Run 1, clock wires, drivers and flops:
Scale: 4 px per µm.
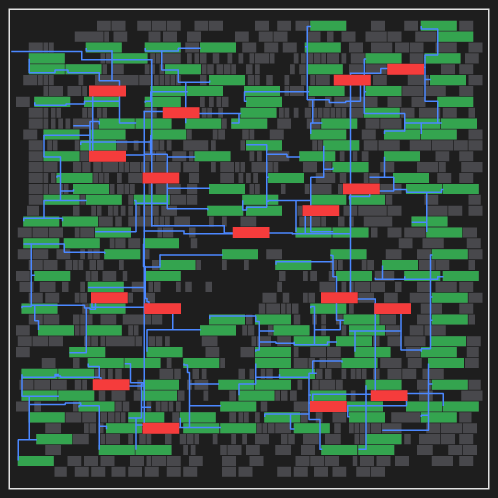
Run 1, placement by cell class:
Scale: 3 px per µm. Fill, decap, tap and diode cells in grey.
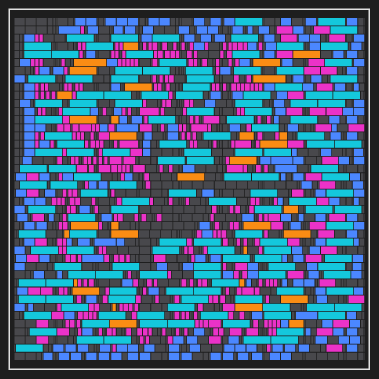
Run 1, clock wiring as the flow saved it:
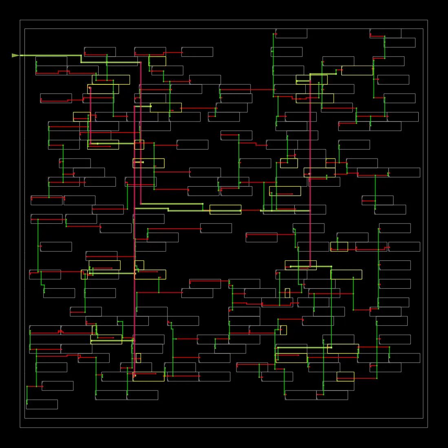
### config.mk
export PLATFORM = sky130hd
export DESIGN_NAME = regfile_op_sequencer
export DESIGN_NICKNAME = d
export VERILOG_FILES = /design/src/rtl/regfile_op_sequencer_pkg.sv /design/src/rtl/register_32.sv /design/src/rtl/regfile_op_sequencer.sv
export SDC_FILE = /design/constraint.sdc
export NUM_CORES = 1
export LEC_CHECK = 0
export ABC_AREA = 1
export CAP_MARGIN = 20
export CORE_MARGIN = 1
export CORE_UTILIZATION = 45
export CTS_CLUSTER_DIAMETER = 120
export DETAILED_ROUTE_END_ITERATION = 8
export PLACE_DENSITY_LB_ADDON = 0.1
export SETUP_SLACK_MARGIN = 0.05
export SYNTH_ARGS = -nofsm -noshare
export SYNTH_HDL_FRONTEND = slang
export SYNTH_SLANG_ARGS = --single-unit
### constraint.sdc
create_clock -name in_clk -period 1.7 [get_ports in_clk]
set_input_delay 0.51 -clock in_clk [delete_from_list [all_inputs] [get_ports in_clk]]
set_output_delay 0.51 -clock in_clk [all_outputs]
set_load 0.02 [all_outputs]
### src/rtl/regfile_op_sequencer_pkg.sv
// Shared widths and state encodings for the register-file operation sequencer.
package regfile_op_sequencer_pkg;

    localparam int unsigned DATA_W_DEF = 32;
    localparam int unsigned SEL_W_DEF  = 4;
    localparam int unsigned STATE_W    = 4;

    localparam logic [STATE_W-1:0] S_IDLE = 4'b0000;
    localparam logic [STATE_W-1:0] S_RD_B = 4'b0001;
    localparam logic [STATE_W-1:0] S_RD_C = 4'b0010;
    localparam logic [STATE_W-1:0] S_EXEC = 4'b0011;
    localparam logic [STATE_W-1:0] S_WAIT = 4'b0100;
    localparam logic [STATE_W-1:0] S_WB   = 4'b0101;
    localparam logic [STATE_W-1:0] S_DONE = 4'b0110;

endpackage

### src/rtl/register_32.sv
// Holding register with async active-low clear and load enable.
module register_32 #(
    parameter int unsigned W = 32
) (
    input  logic [W-1:0] D,
    input  logic         clr,
    input  logic         clk,
    input  logic         write,
    output logic [W-1:0] Q
);

    always_ff @(posedge clk or negedge clr) begin
        if (!clr) begin
            Q <= '0;
        end else if (write) begin
            Q <= D;
        end
    end

endmodule

### src/rtl/regfile_op_sequencer.sv
// Sequences one ra <= rb op (rc|imm) transfer through a single-read-port
// register file and an external ALU.
module regfile_op_sequencer
    import regfile_op_sequencer_pkg::*;
#(
    parameter int unsigned DATA_W = DATA_W_DEF,
    parameter int unsigned SEL_W  = SEL_W_DEF
) (
    input  logic              in_clk,
    input  logic              in_clr,
    input  logic              in_start,
    input  logic [SEL_W-1:0]  in_ra,
    input  logic [SEL_W-1:0]  in_rb,
    input  logic [SEL_W-1:0]  in_rc,
    input  logic              in_use_imm,
    input  logic [DATA_W-1:0] in_imm,
    input  logic              in_nowb,
    output logic              out_busy,
    output logic              out_done,
    output logic [SEL_W-1:0]  out_Aselect,
    input  logic [DATA_W-1:0] in_Adata,
    output logic [SEL_W-1:0]  out_Cselect,
    output logic [DATA_W-1:0] out_Cdata,
    output logic              out_write,
    output logic [DATA_W-1:0] out_opA,
    output logic [DATA_W-1:0] out_opB,
    output logic              out_alu_go,
    input  logic [DATA_W-1:0] in_alu_result,
    input  logic              in_alu_valid
);

    logic [STATE_W-1:0] state_q;
    logic [STATE_W-1:0] state_nxt;

    logic [SEL_W-1:0]   ra_q;
    logic [SEL_W-1:0]   rb_q;
    logic [SEL_W-1:0]   rc_q;
    logic [DATA_W-1:0]  imm_q;
    logic               use_imm_q;
    logic               nowb_q;

    logic               accept;
    logic               opa_wr;
    logic               opb_wr;
    logic               res_wr;
    logic [DATA_W-1:0]  opb_d;
    logic [DATA_W-1:0]  result_q;

    logic               busy_nxt;
    logic               done_nxt;
    logic               write_nxt;
    logic               alu_go_nxt;
    logic [SEL_W-1:0]   asel_nxt;

    // Next-state, holding-register enables and next output values.
    always_comb begin
        state_nxt  = state_q;
        accept     = 1'b0;
        opa_wr     = 1'b0;
        opb_wr     = 1'b0;
        res_wr     = 1'b0;
        opb_d      = imm_q;

        case (state_q)
            S_IDLE: begin
                if (in_start) begin
                    accept    = 1'b1;
                    state_nxt = S_RD_B;
                end
            end
            S_RD_B: begin
                opa_wr = 1'b1;
                if (use_imm_q) begin
                    opb_wr    = 1'b1;
                    state_nxt = S_EXEC;
                end else begin
                    state_nxt = S_RD_C;
                end
            end
            S_RD_C: begin
                opb_wr    = 1'b1;
                opb_d     = in_Adata;
                state_nxt = S_EXEC;
            end
            S_EXEC: begin
                state_nxt = S_WAIT;
            end
            S_WAIT: begin
                if (in_alu_valid) begin
                    res_wr    = 1'b1;
                    state_nxt = nowb_q ? S_DONE : S_WB;
                end
            end
            S_WB: begin
                state_nxt = S_DONE;
            end
            S_DONE: begin
                state_nxt = S_IDLE;
            end
            default: begin
                state_nxt = S_IDLE;
            end
        endcase

        // Outputs are registered from the next state so they track the state register exactly.
        busy_nxt   = (state_nxt != S_IDLE);
        done_nxt   = (state_nxt == S_DONE);
        write_nxt  = (state_nxt == S_WB);
        alu_go_nxt = (state_nxt == S_EXEC);
        asel_nxt   = '0;
        // S_RD_B is only ever entered from an accepted start, so rb comes straight from the port.
        if (state_nxt == S_RD_B) begin
            asel_nxt = in_rb;
        end else if (state_nxt == S_RD_C) begin
            asel_nxt = rc_q;
        end
    end

    always_ff @(posedge in_clk or negedge in_clr) begin
        if (!in_clr) begin
            state_q <= S_IDLE;
        end else begin
            state_q <= state_nxt;
        end
    end

    // Operation fields captured once per accepted start.
    always_ff @(posedge in_clk or negedge in_clr) begin
        if (!in_clr) begin
            ra_q      <= '0;
            rb_q      <= '0;
            rc_q      <= '0;
            imm_q     <= '0;
            use_imm_q <= 1'b0;
            nowb_q    <= 1'b0;
        end else if (accept) begin
            ra_q      <= in_ra;
            rb_q      <= in_rb;
            rc_q      <= in_rc;
            imm_q     <= in_imm;
            use_imm_q <= in_use_imm;
            nowb_q    <= in_nowb;
        end
    end

    always_ff @(posedge in_clk or negedge in_clr) begin
        if (!in_clr) begin
            out_busy    <= 1'b0;
            out_done    <= 1'b0;
            out_write   <= 1'b0;
            out_alu_go  <= 1'b0;
            out_Aselect <= '0;
        end else begin
            out_busy    <= busy_nxt;
            out_done    <= done_nxt;
            out_write   <= write_nxt;
            out_alu_go  <= alu_go_nxt;
            out_Aselect <= asel_nxt;
        end
    end

    register_32 #(.W(DATA_W)) u_opa (
        .D     (in_Adata),
        .clr   (in_clr),
        .clk   (in_clk),
        .write (opa_wr),
        .Q     (out_opA)
    );

    register_32 #(.W(DATA_W)) u_opb (
        .D     (opb_d),
        .clr   (in_clr),
        .clk   (in_clk),
        .write (opb_wr),
        .Q     (out_opB)
    );

    register_32 #(.W(DATA_W)) u_result (
        .D     (in_alu_result),
        .clr   (in_clr),
        .clk   (in_clk),
        .write (res_wr),
        .Q     (result_q)
    );

    assign out_Cselect = ra_q;
    assign out_Cdata   = result_q;

endmodule
==> run notes, run 1 <==
The synthesis and PnR run went through. The run finished with clean final reports. Starting utilization of the core area landed at 46.6%. In the routed design, unresolved DRC markers number 0. In the global route stage, overall resource usage came out at 22.9%. Of the cells placed in the final design, the portion with a size suffix greater than 1 is 17.2%. Between the synthesized netlist and the finished layout, the area growth was recorded as 47.5%. Placed cell area landed at 8640 µm². Per the detail_route report, vias per standard cell equal 4.88. Setup repair after global routing left no endpoint under its margin.

Number of antenna repair diodes landed at 0. Area fraction of the dominant cell type after synthesis landed at between 60% and 70%. Final design utilization landed at 68.7%.

Subtracting the final worst setup slack from the clock period gives 1.63 ns. Number of vias after detailed routing landed at slightly below 5k. Depth of the CTS H-tree landed at 4. And-or/or-and share of the synthesized area landed at 8.13%.

Final instance area landed at 9170 µm². The worst setup path is of the reg2out kind. During I/O placement, the number of pins put on the boundary was 222. During synthesis, Yosys emitted a total of 0 warnings.

Deepest clock path buffer count landed at 2. The cell-mix breakdown from Yosys lists the simple-gate area share as 13.4%. Timing would allow up to 615 MHz. The initialized floorplan defines 42 standard-cell rows. Largest net degree at the start of global routing landed at 49.

Total of buffers placed on input and output ports landed at 221. Post-synthesis adder-cell area fraction landed at 0%. Routing resource usage on met2 recorded by global route was 37.1%. After synthesis the cells add up to 6220 µm². Detailed placement HPWL landed at 11.3 mm. RePlAce ended its routability-driven mode at a weighted congestion of roughly 0.84. IR analysis of the VDD net gives a maximum drop of 806 µV. Average wire per cell in the routed design landed at ~16 µm. For this design the ratio of total power to cell area is 1730 nW/µm². The count of cells in the finished layout, fillers not included, comes to between 900 and 1k. Leakage power landed at 4.54 nW. Highest cell delay on the worst timing path landed at 0.38 ns. The number of buffers and inverters on the critical path is 1. TritonCTS built the clock tree. Arrival time at the worst endpoint landed at 1.12 ns. In this run the clock root is driven by a sky130_fd_sc_hd__clkbuf_16. Final count of pins violating max slew landed at 0.

Average cell area after synthesis landed at 11.0 µm². The floorplan step set the die height to 120 µm. Tally of nets with antenna violations remaining after routing landed at 0. Fraction of the yosys area taken by sequential cells landed at approximately 60%.

Initial antenna violation count landed at 0. Hold timing on the final database bottoms out at a slack of 0.472 ns. Summed over all layers, the routed wires come to between 15 and 20 mm. Global-route wire length before repair landed at 25.1 mm. Maximum fanout along the worst path landed at 2. Worst slack at placement landed at -0.152 ns. Area fraction in mux cells landed at 11.6%.

Post-synthesis cell count from yosys landed at about 560. The worst path meets setup with 0.0747 ns of slack. Summed over all instances, the cell type with the most area after synthesis is sky130_fd_sc_hd__dfrtp_1.

Chip footprint landed at 14300 µm². Sum of internal, switching and leakage power landed at approximately 16 mW. Clock transition time at the flip-flop clock pins of the worst setup and hold paths landed at 0.06 ns. The synthesized netlist devotes 0% of its cell area to XOR and XNOR gates. Die width landed at approximately 120 µm.

The total overflow left after global routing is 0. For reference, the critical path cell chain is dlygate4sd2_1. For this design, the slowest cell found on the critical path is sky130_fd_sc_hd__dfrtp_1. By area, the combinational part of the netlist is dominated by simple AND/OR/NAND/NOR gates.

For met1 alone, demand over resource in global routing was 29.0%. The synthesized design contains ~150 register bits. After global routing, the most crowded layer is met2. Number of detailed-route iterations in the first pass landed at 4.

Number of global-route vias before repair landed at 4904.
Back to the opening pictures, 'clock wires, drivers and flops':
legend:
  green:
    item: flip-flops
    count: 150
  red:
    item: clock drivers
    count: 17
  blue:
    item: clock wires
    length: 1790 µm
routed clock nets: 18
power consumed by the clock network: 3.76 mW
Clk network pwr share: 23.8%
Clock Skews: 0.00638 ns
worst skew pair latency: 0.42 ns

Back to the opening pictures, 'placement by cell class':
legend:
  blue:
    class: remaining buffers and delay cells
    cells: 241
    share_of_their_area: 26%
  cyan:
    class: sequential cells
    cells: 150
    share_of_their_area: 42%
  orange:
    class: clock drivers and dummy loads
    cells: 32
    share_of_their_area: 6.7%
  magenta:
    class: combinational and other logic
    cells: 387
    share_of_their_area: 25%
Core ar.: 13300 µm²
proportion of cell area occupied by registers: 41.0%

Back to the opening pictures, 'clock wiring as the flow saved it':
clock buffer count from CTS: 17
clock buffer instance count of the final layout: 25
number of sinks driven by the clock tree: 150
number of sequential cells in the layout: 150

## run 1: synth_stat cells (all sizes together)
master and number:
dfrtp 150, buf 20, nand3 6, nor2 13
nand4 4, clkbuf 7, mux2 54, conb 1
o21ai 89, o221ai 4, inv 45, nand2 171
## run 1: kinds of logic after synthesis
logic type | after synthesis
other | 1
and+or+nand+nor | 194
buffers and inverters | 72
DFF | 150
muxes | 54
AOI/OAI and AO/OA | 93
## run 1: flip-flops by register name, indices dropped and copies added (netlist names), 4 cells and up
signal,cells
u_result.Q,32
out_Cselect,4
imm_q,32
rc_q,4
out_Aselect,4
state_q,4
u_opa.Q,32
u_opb.Q,32
## run 1: power by group
part	total (mW)	switching, mW	internal, mW
logic	6.16	3.51	2.65
registers	5.90	0.788	5.12
clock network	3.76	1.41	2.35
total	15.8	5.71	10.1
## run 1: what timing repair did
action / 4_1_cts / 5_1_grt
hold buffers: 1 / 0
setup endpoints to repair: 108 / 68
resized: 163 / 66
setup buffers: 0 / 1
gates cloned: 0 / 0
endpoints found under the hold margin: 27 / 0
pin swaps: 0 / 1
## run 1: worst paths after layout
| kind | start | to | slack, ns | cells after the start |
|---|---|---|---|---|
| worst min register to register | out_Cselect[1]$_DFFE_PN0P_ | out_Cselect[1]$_DFFE_PN0P_ | 0.47 | 2 |
| worst max register to register | state_q[2]$_DFF_PN0_ | u_opb.Q[21]$_DFFE_PN0P_ | 0.16 | 6 |
| max in group asynchronous | in_clr | u_opa.Q[28]$_DFFE_PN0N_ | 0.60 | 3 |
| worst min-delay path | out_Cselect[1]$_DFFE_PN0P_ | out_Cselect[1]$_DFFE_PN0P_ | 0.47 | 2 |
| min in group asynchronous | in_clr | u_opb.Q[15]$_DFFE_PN0P_ | 0.56 | 2 |
| worst max-delay path | u_result.Q[29]$_DFFE_PN0P_ | out_Cdata[29] | 0.07 | 1 |
## run 1: cells in the final DEF, fill, tap and decap left out, types with 5 or more instances in the layout
cell,instances
sky130_fd_sc_hd__mux2_1,6
sky130_fd_sc_hd__mux2_4,30
sky130_fd_sc_hd__buf_4,11
sky130_fd_sc_hd__nand2_1,167
sky130_fd_sc_hd__o21ai_1,13
sky130_fd_sc_hd__dlygate4sd2_1,11
sky130_fd_sc_hd__inv_1,40
sky130_fd_sc_hd__o21ai_0,76
sky130_fd_sc_hd__buf_12,7
sky130_fd_sc_hd__clkbuf_16,17
sky130_fd_sc_hd__dfrtp_1,150
sky130_fd_sc_hd__clkdlybuf4s50_1,112
sky130_fd_sc_hd__nor2_1,9
sky130_fd_sc_hd__clkbuf_2,18
sky130_fd_sc_hd__clkbuf_8,5
sky130_fd_sc_hd__mux2_2,18
sky130_fd_sc_hd__clkdlybuf4s15_1,76
## run 1: per-layer routing
layer / share of wire, % / vias up
met5: 0 / -
met4: 2.3 / 0
met1: 44 / 2306
met3: 6.4 / 25
met2: 47 / 186
li1: - / 2290
## run 1: final cells by class
type	count	area [µm²]	area share [%]
Clock inverter	7	92.6	1.01
Clock buffer	25	505	5.51
Timing Repair Buffer	241	2360	25.7
Tap cell	176	220	2.40
Sequential cell	150	3750	41.0
Multi-Input combinational cell	342	2070	22.5
Inverter	45	171	1.87
--- run 2 (diff from run 1) ---
--- a/config.mk
+++ b/config.mk
@@ -13,6 +13,7 @@
 export DETAILED_ROUTE_END_ITERATION = 8
 export PLACE_DENSITY_LB_ADDON = 0.1
 export SETUP_SLACK_MARGIN = 0.05
+export SKIP_LAST_GASP = 1
 export SYNTH_ARGS = -nofsm -noshare
 export SYNTH_HDL_FRONTEND = slang
 export SYNTH_SLANG_ARGS = --single-unit
==> run 2 against run 1 <==
  * Synthesized area stayed put
  * Non-clock buffer count is the same
  * Global-route usage unchanged
  * Combinational power about the same
  * Sequential cell count did not move
  * Total power did not move
==> run notes, run 2 <==
The synthesis and PnR run went through. Run status: finished clean (unchanged). The clock tree from TritonCTS was built (unchanged). The count of cells along the worst hold path came to 2 (unchanged). The number of cell rows was 42 (unchanged). The most common cell after layout, fill and taps aside was sky130_fd_sc_hd__nand2_1 (unchanged). The number of top-level pins was 222 (unchanged). The largest clock skew in the final design was 0.00638 ns (unchanged). Ratio of cells with drive above 1 in the final layout landed at 17.2% (unchanged). The final hold slack is 0.472 ns (unchanged).

Weighted congestion at the end of routability-driven global placement landed at 0.843 (unchanged). Average wire per cell in the routed design landed at 15.6 µm (unchanged). The count of warnings emitted by yosys was 0 (unchanged). The dominant register cell in the synthesized netlist is sky130_fd_sc_hd__dfrtp_1 (unchanged). Remaining global-route overflow landed at 0 (unchanged). Count of library flops with an enable pin landed at 0 (unchanged).

The final wirelength is 15.4 mm (unchanged). Remaining routing DRC violations landed at 0 (unchanged). Most instantiated logic cells after routing: sky130_fd_sc_hd__nand2_1 (167), sky130_fd_sc_hd__dfrtp_1 (150), sky130_fd_sc_hd__clkdlybuf4s50_1 (112) (unchanged). The starting utilization of the core area came to 46.6% (unchanged). The per-cell via count in the routed design is 4.88 (unchanged).

The clock transition time at the flip-flop clock pins of the worst setup and hold paths was 0.06 ns (about the same). Maximum vdd ir drop landed at 806 µV (unchanged). The cell with the most instances after synthesis was sky130_fd_sc_hd__nand2_1 (unchanged). The largest net degree at the start of global routing is 49 (unchanged). The deepest clock path buffer count is 2 (unchanged). The tally of nets with antenna violations remaining after routing is 0 (unchanged). Final period demand of the worst path landed at 1.63 ns (unchanged). Ordered list of cells on the worst path: dlygate4sd2_1 (unchanged).

The final instance area is 9170 µm² (unchanged). The highest cell delay on the worst timing path was 0.38 ns (about the same). Number of buffers created by CTS landed at 17 (unchanged). The number of vias after detailed routing was 4807 (unchanged). Achievable frequency landed at 615 MHz (unchanged). Average cell area after synthesis landed at 11.0 µm² (unchanged). The root buffer cell was sky130_fd_sc_hd__clkbuf_16 (unchanged). Unrepaired setup endpoints after global routing: no (unchanged). Initial antenna violation count landed at 0 (unchanged). The critical path's slowest cell is sky130_fd_sc_hd__dfrtp_1 (unchanged). The origin of the worst setup path is u_result.Q[29]$_DFFE_PN0P_ (unchanged). Maximum fanout along the worst path landed at 2 (unchanged). The worst flop-to-flop path startpoint is state_q[2]$_DFF_PN0_ (unchanged). Number of clock sinks landed at 150 (unchanged). The cell type with the largest total area is sky130_fd_sc_hd__dfrtp_1 (unchanged). Detailed placement HPWL landed at 11.3 mm (unchanged). The post-synthesis cell count from yosys came to 564 (unchanged). The depth of the CTS H-tree came to 4 (unchanged).

The number of buffer and inverter instances along the worst setup path came to 1 (unchanged). The sum of internal, switching and leakage power came to 15.8 mW (unchanged). The startpoint of the most critical hold path is out_Cselect[1]$_DFFE_PN0P_ (unchanged).

The number of detailed-route iterations in the first pass came to 4 (unchanged). The type of the worst setup path was reg2out (unchanged). The non-filler instance count after layout is 986 (unchanged). The placed cell area came to 8640 µm² (unchanged).
-- run 2: cell counts in the layout (fill, tap and decap cells not counted) --
No cell type changed its count.
-- run 2: what timing repair did --
item,CTS,global route
setup endpoints to repair,108,68
gates resized,163,66
pin swaps,0,1
hold endpoints to repair,27,0
hold buffers,1,0
setup buffers,0,1
-- run 2: cell families after synthesis --
group | after synthesis | share of synthesized area (%)
compound gates | 93 | 8.13
buf+inv | 72 | 6.46
flops | 150 | 60.4
mux | 54 | 11.6
other cells | 1 | 0.0603
simple gates | 194 | 13.4
-- run 2: per-layer routing --
metal  up-vias  routed length [µm]  global-route usage, %
met2       186                7230                   37.1
met3        25                 982                   6.08
met4         0                 361                   9.45
met5         -                   0                      0
li1       2290                   -                      -
met1      2306                6840                   29.0
-- run 2: final timing paths --
path	slack, ns	end
max in group asynchronous	0.60	u_opa.Q[28]$_DFFE_PN0N_
max reg2reg	0.16	u_opb.Q[21]$_DFFE_PN0P_
max	0.07	out_Cdata[29]
min	0.47	out_Cselect[1]$_DFFE_PN0P_
min in group asynchronous	0.56	u_opb.Q[15]$_DFFE_PN0P_
min reg2reg	0.47	out_Cselect[1]$_DFFE_PN0P_
-- run 2: cell type report --
cell class,count,area [µm²]
fill,1057,4180
sequential,150,3750
timing repair buffer,241,2360
multi-input combinational,342,2070
clock buffer,25,505
tap,176,220
inverter,45,171
clock inverter,7,92.6
-- run 2: tightest hold or removal path, stage by stage, from the launching register on --
cell	delay (ns)
sky130_fd_sc_hd__dfrtp_1	0.33
sky130_fd_sc_hd__nand2_1	0.05
sky130_fd_sc_hd__nand2_1	0.06
-- run 2: through the flow --
stage | worst slack (ns) | util, %
3_3_place_gp | -0.133 | 64.7
3_5_place_dp | -0.152 | 64.7
4_1_cts | 0.0161 | 68.8
5_1_grt | 0.0504 | 68.7
6_report | 0.0747 | 68.7
2_1_floorplan | 0.337 | -
-- run 2: power by group --
part	leakage [nW]	switching, mW	internal [mW]
Combinational	2.38	3.51	2.65
Clock	0.286	1.41	2.35
Sequential	1.88	0.788	5.12
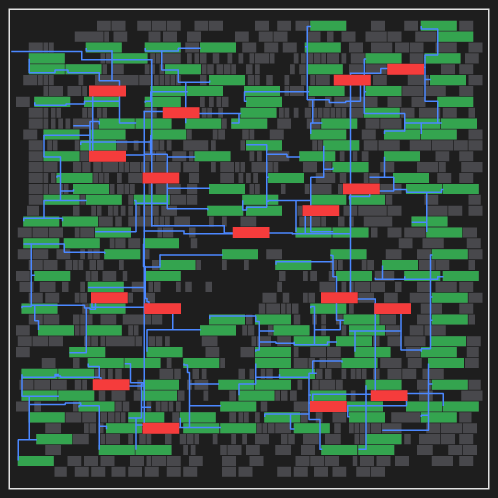
Run 2: clock wires, drivers and flops
Scale: 4 px per µm.
legend:
  green:
    item: flip-flops
    count: 150
  blue:
    item: clock wires
    length: 1790 µm
  red:
    item: clock drivers
    count: 17
flops lie: spread over the die
routed clock nets: 18

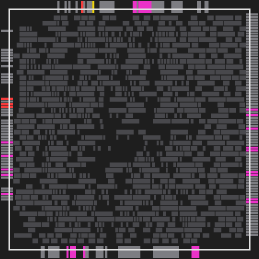
Run 2: pin map
Scale: 2 px per µm. Pins as bars across the die edge, other pins in grey.
legend:
  yellow:
    port: out_alu_go
    pins: 1
    direction: output
    edge: top
  magenta:
    port: out_opB
    pins: 32
    direction: output
    edge: 9 top, 9 bottom, 9 right, 5 left
  red:
    port: in_rb
    pins: 4
    direction: input
    edge: 3 left, 1 top
number of I/O port buffers: 221
Die W: 120 µm
height of the chip: 120 µm

Power figures rest on the tool's default switching activity, not on a simulated workload.
